port_trees.png
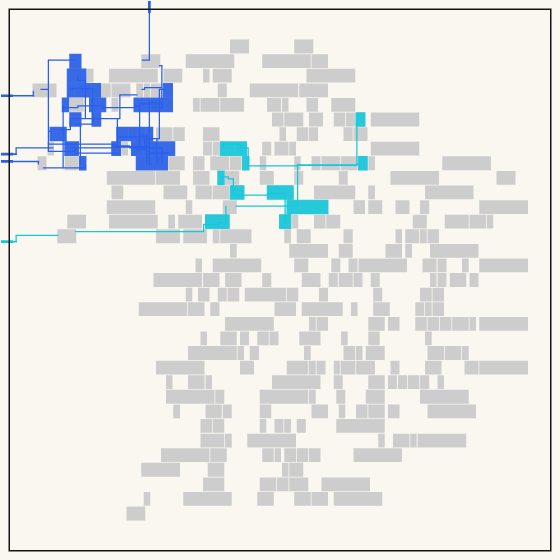
m3.png
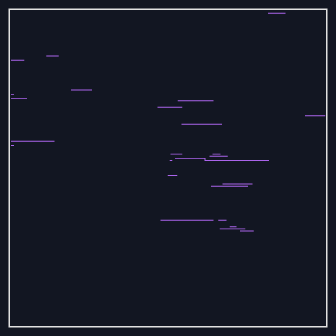
placed.png
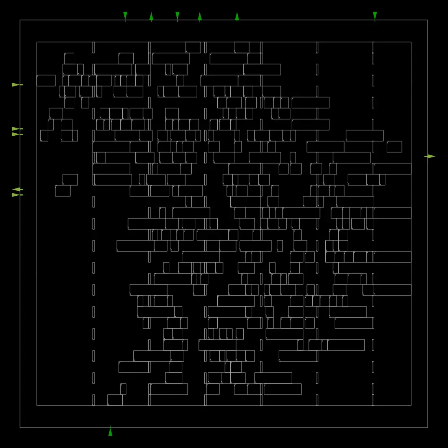
route_heat.png
20 x 20 tiles, from black (low) to pale yellow (high), scaled to the fullest tile. Values are wire area over tile area, all layers added.
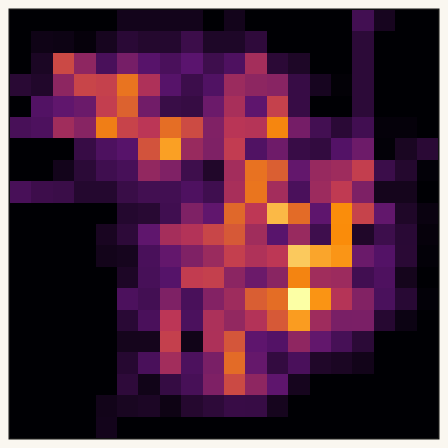
ff_map.png
Other sequential cells in the stronger gray, the rest of the logic in the fainter gray.
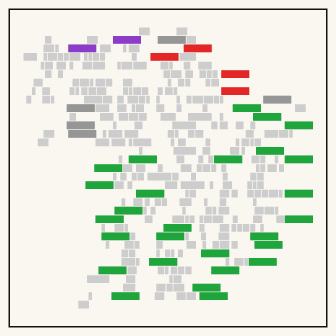
==> config.mk <==
export PLATFORM = sky130hd
export DESIGN_NAME = counter_mode_scheduler
export DESIGN_NICKNAME = d
export VERILOG_FILES = /design/src/rtl/counter_ctrl_pkg.sv /design/src/rtl/tick_prescaler.sv /design/src/rtl/counter_mode_scheduler.sv
export SDC_FILE = /design/constraint.sdc
export NUM_CORES = 1
export LEC_CHECK = 0
export CORE_MARGIN = 4
export CORE_UTILIZATION = 30
export CTS_BUF_LIST = sky130_fd_sc_hd__clkbuf_4
export DETAILED_ROUTE_END_ITERATION = 10
export GPL_TIMING_DRIVEN = 0
export PLACE_DENSITY = 0.5
export SLEW_MARGIN = 20
export SYNTH_ARGS = -nofsm -noshare
export SYNTH_HDL_FRONTEND = slang
export SYNTH_SLANG_ARGS = --single-unit
export TNS_END_PERCENT = 30
==> constraint.sdc <==
create_clock -name clk -period 2.4 [get_ports clk]
set_input_delay 0.72 -clock clk [delete_from_list [all_inputs] [get_ports clk]]
set_output_delay 0.72 -clock clk [all_outputs]
set_load 0.01 [all_outputs]
==> src/rtl/counter_ctrl_pkg.sv <==
// Shared definitions for the mode-selectable counter sequencer.
//  - Mode codes driven on the counter's 2-bit select.
//  - Scheduler state encoding and the enum built on it.
package counter_ctrl_pkg;

  localparam logic [1:0] MODE_ZERO = 2'b00;
  localparam logic [1:0] MODE_UP   = 2'b01;
  localparam logic [1:0] MODE_EVEN = 2'b10;
  localparam logic [1:0] MODE_ODD  = 2'b11;

  localparam logic [1:0] ST_IDLE  = 2'd0;
  localparam logic [1:0] ST_LOAD  = 2'd1;
  localparam logic [1:0] ST_RUN   = 2'd2;
  localparam logic [1:0] ST_PAUSE = 2'd3;

  typedef enum logic [1:0] {
    S_IDLE  = ST_IDLE,
    S_LOAD  = ST_LOAD,
    S_RUN   = ST_RUN,
    S_PAUSE = ST_PAUSE
  } state_e;

endpackage

==> src/rtl/tick_prescaler.sv <==
// Free-running clock divider for the count-enable tick.
// Ports:
//   clk   in  system clock
//   Clear in  async active-high reset (counter to 0)
//   en    in  advance the divider this cycle; low freezes it
//   clr   in  synchronous clear to 0 (wins over en)
//   tick  out combinational strobe: en is high and the divider sits at
//             DIV-1, i.e. this edge wraps it. The owner registers it.
module tick_prescaler #(
  parameter int DIV   = 100000000,
  parameter int DIV_W = 27
) (
  input  logic clk,
  input  logic Clear,
  input  logic en,
  input  logic clr,
  output logic tick
);

  localparam logic [DIV_W-1:0] LAST = DIV_W'(DIV - 1);

  logic [DIV_W-1:0] cnt_q, cnt_d;

  // Independent of clr so the owner may derive clr from tick without a loop.
  assign tick = en & (cnt_q == LAST);

  always_comb begin
    cnt_d = cnt_q;
    if (clr)     cnt_d = '0;
    else if (en) cnt_d = (cnt_q == LAST) ? '0 : cnt_q + DIV_W'(1);
  end

  always_ff @(posedge clk or posedge Clear) begin
    if (Clear) cnt_q <= '0;
    else       cnt_q <= cnt_d;
  end

endmodule

==> src/rtl/counter_mode_scheduler.sv <==
// Sequencer for the mode-selectable 4-bit counter datapath. Emits a
// one-cycle count-enable tick every DIV clocks while running and rotates
// the mode select round-robin through the enabled modes, dwelling
// TICKS_PER_MODE ticks in each. All outputs are registered.
// Ports:
//   clk       in  system clock
//   Clear     in  async active-high reset
//   start     in  pulse: IDLE->LOAD, or resume PAUSE->RUN
//   stop      in  pulse: RUN->PAUSE, or abort PAUSE->IDLE (beats start)
//   mode_mask in  bit i set = mode code i is in the rotation
//   tick      out one-cycle count enable
//   sel       out current mode code
//   run       out high while in RUN
//   mode_done out pulse on the tick that closes a dwell
module counter_mode_scheduler
  import counter_ctrl_pkg::*;
#(
  parameter int DIV            = 100000000,
  parameter int DIV_W          = 27,
  parameter int TICKS_PER_MODE = 8,
  parameter int TPM_W          = 4
) (
  input  logic       clk,
  input  logic       Clear,
  input  logic       start,
  input  logic       stop,
  input  logic [3:0] mode_mask,
  output logic       tick,
  output logic [1:0] sel,
  output logic       run,
  output logic       mode_done
);

  localparam logic [TPM_W-1:0] LAST_TICK = TPM_W'(TICKS_PER_MODE - 1);

  state_e           state_q, state_d;
  logic [1:0]       sel_q, sel_d;
  logic [TPM_W-1:0] tcnt_q, tcnt_d;
  logic             tick_q, tick_d;
  logic             run_q, run_d;
  logic             done_q, done_d;

  logic             pre_en, pre_clr, pre_wrap;
  logic [1:0]       low_sel, nxt_sel;
  logic             mask_any;

  tick_prescaler #(.DIV(DIV), .DIV_W(DIV_W)) u_pre (
    .clk   (clk),
    .Clear (Clear),
    .en    (pre_en),
    .clr   (pre_clr),
    .tick  (pre_wrap)
  );

  assign mask_any = (mode_mask != 4'b0000);

  // Lowest enabled mode, used when entering the rotation.
  always_comb begin
    low_sel = MODE_ZERO;
    for (int k = 3; k >= 0; k--)
      if (mode_mask[k]) low_sel = 2'(k);
  end

  // Next enabled mode after sel_q, searching sel+1 .. sel+4 (mod 4).
  // Scanned farthest-first so the nearest hit overwrites; sel+4 is sel
  // itself, which keeps a single-mode mask parked on its code.
  always_comb begin
    nxt_sel = sel_q;
    for (int k = 4; k >= 1; k--)
      if (mode_mask[2'(sel_q + 2'(k))]) nxt_sel = 2'(sel_q + 2'(k));
  end

  always_comb begin
    state_d = state_q;
    sel_d   = sel_q;
    tcnt_d  = tcnt_q;
    tick_d  = 1'b0;
    done_d  = 1'b0;
    pre_en  = 1'b0;
    pre_clr = 1'b0;
    case (state_q)
      S_IDLE: begin
        sel_d   = MODE_ZERO;
        tcnt_d  = '0;
        pre_clr = 1'b1;
        if (start && !stop && mask_any) state_d = S_LOAD;
      end
      S_LOAD: begin
        tcnt_d  = '0;
        pre_clr = 1'b1;
        if (mask_any) begin
          sel_d   = low_sel;
          state_d = S_RUN;
        end else begin
          sel_d   = MODE_ZERO;
          state_d = S_IDLE;
        end
      end
      S_RUN: begin
        if (stop) begin
          // Freeze everything on the stop edge, including a pending wrap.
          state_d = S_PAUSE;
        end else begin
          pre_en = 1'b1;
          if (pre_wrap) begin
            if (tcnt_q == LAST_TICK) begin
              tcnt_d = '0;
              if (mask_any) begin
                sel_d  = nxt_sel;
                tick_d = 1'b1;
                done_d = 1'b1;
              end else begin
                // Rotation emptied: drop to IDLE; tick/done stay low so
                // they never appear outside RUN.
                sel_d   = MODE_ZERO;
                state_d = S_IDLE;
              end
            end else begin
              tcnt_d = tcnt_q + TPM_W'(1);
              tick_d = 1'b1;
            end
          end
        end
      end
      S_PAUSE: begin
        if (stop) begin
          state_d = S_IDLE;
          sel_d   = MODE_ZERO;
          tcnt_d  = '0;
          pre_clr = 1'b1;
        end else if (start) begin
          state_d = S_RUN;
        end
      end
      default: state_d = S_IDLE;
    endcase
    run_d = (state_d == S_RUN);
  end

  always_ff @(posedge clk or posedge Clear) begin
    if (Clear) begin
      state_q <= S_IDLE;
      sel_q   <= MODE_ZERO;
      tcnt_q  <= '0;
      tick_q  <= 1'b0;
      run_q   <= 1'b0;
      done_q  <= 1'b0;
    end else begin
      state_q <= state_d;
      sel_q   <= sel_d;
      tcnt_q  <= tcnt_d;
      tick_q  <= tick_d;
      run_q   <= run_d;
      done_q  <= done_d;
    end
  end

  assign tick      = tick_q;
  assign sel       = sel_q;
  assign run       = run_q;
  assign mode_done = done_q;

endmodule

==> results.txt <==
flow finished, numbers: core area slightly above 0.008 mm^2, register area share after synthesis 0.369, met1 Use GR 0.196, Die Y-Extent between 100 and 150 um, Die W 101 um, Hold WS between 0.5 and 0.6 ns, inverters 11, status complete, no violations, Post-Synthesis Mean Instance Area slightly above 9 um^2, Clk network pwr share 0.175, drt pass-1 iters 4, area leader, netlist dfrtp_1, Sw Ratio 0.415, Area leader share 0.369, met2 routed WL ~2.7 mm, largest class multi-input combinational cells, clk buf depth 2, Yosys warnings 0, Reg with most FFs u_pre.cnt_q, Yosys reg bits 38, Diodes inserted 0, number of OpenROAD warnings 30, gpl congestion between 0.7 and 0.8, switching pwr 770 uW, leak pwr 0.00125 uW, Post-CTS Resized 7, WP buf/inv 2, met2 Use GR 0.194, Final Hold Fails 0, Setup Viol. Count Final 0, Rel. slew slack 0.671, logic area ~0.0016 mm^2, Yosys chip area between 0.002 and 0.003 mm^2, list of most frequent post-synthesis cells dfrtp_1, nor2_1, nand3_1, f_max roughly 430 MHz, fa+ha+maj area frac 0.0340, unrepaired setup endpoints after global routing false, CTS Buf Count 5, Avg Vias per Cell between 5 and 6, Slew Limit Fails 0, grt ovf 0, Largest register FFs 27, clk root buf clkbuf_4
Back to the opening pictures, port_trees.png:
stop: shown in cyan, bits 1, direction input, end cells 11, buffers 2, wire 121 um. mode_mask: shown in blue, bits 4, direction input, end cells 23, buffers 5, wire 278 um.
Ports: 13
Buffers on Ports: 10

Back to the opening pictures, m3.png:
The layer holds 2.8% of the routed length. The longest straight run is 20.2 um. The wires run mostly horizontal. 19 nets have wire on it. The layer carries 175 um of wire.

Back to the opening pictures, placed.png:
Seq area share: 0.323
Core Rows: 33

Back to the opening pictures, route_heat.png:
The mean over all tiles is 0.093. 35% of the tiles are nearly empty. The densest ninth of the die: center. 11% of the tiles are over half the peak.
vias: 2,205
wire per inst: 15.1 um
Tot GR Track Use: 0.132
Post-Route WL: 6.17 mm

Back to the opening pictures, ff_map.png:
u_pre.cnt_q: shown in green, placed flops 27. tcnt_q: shown in red, placed flops 4. sel: shown in purple, placed flops 2.
Flop area: 951 um^2
Sequential Power: 697 uW
final core utilization: 0.355

Power and IR drop assume default switching activity.
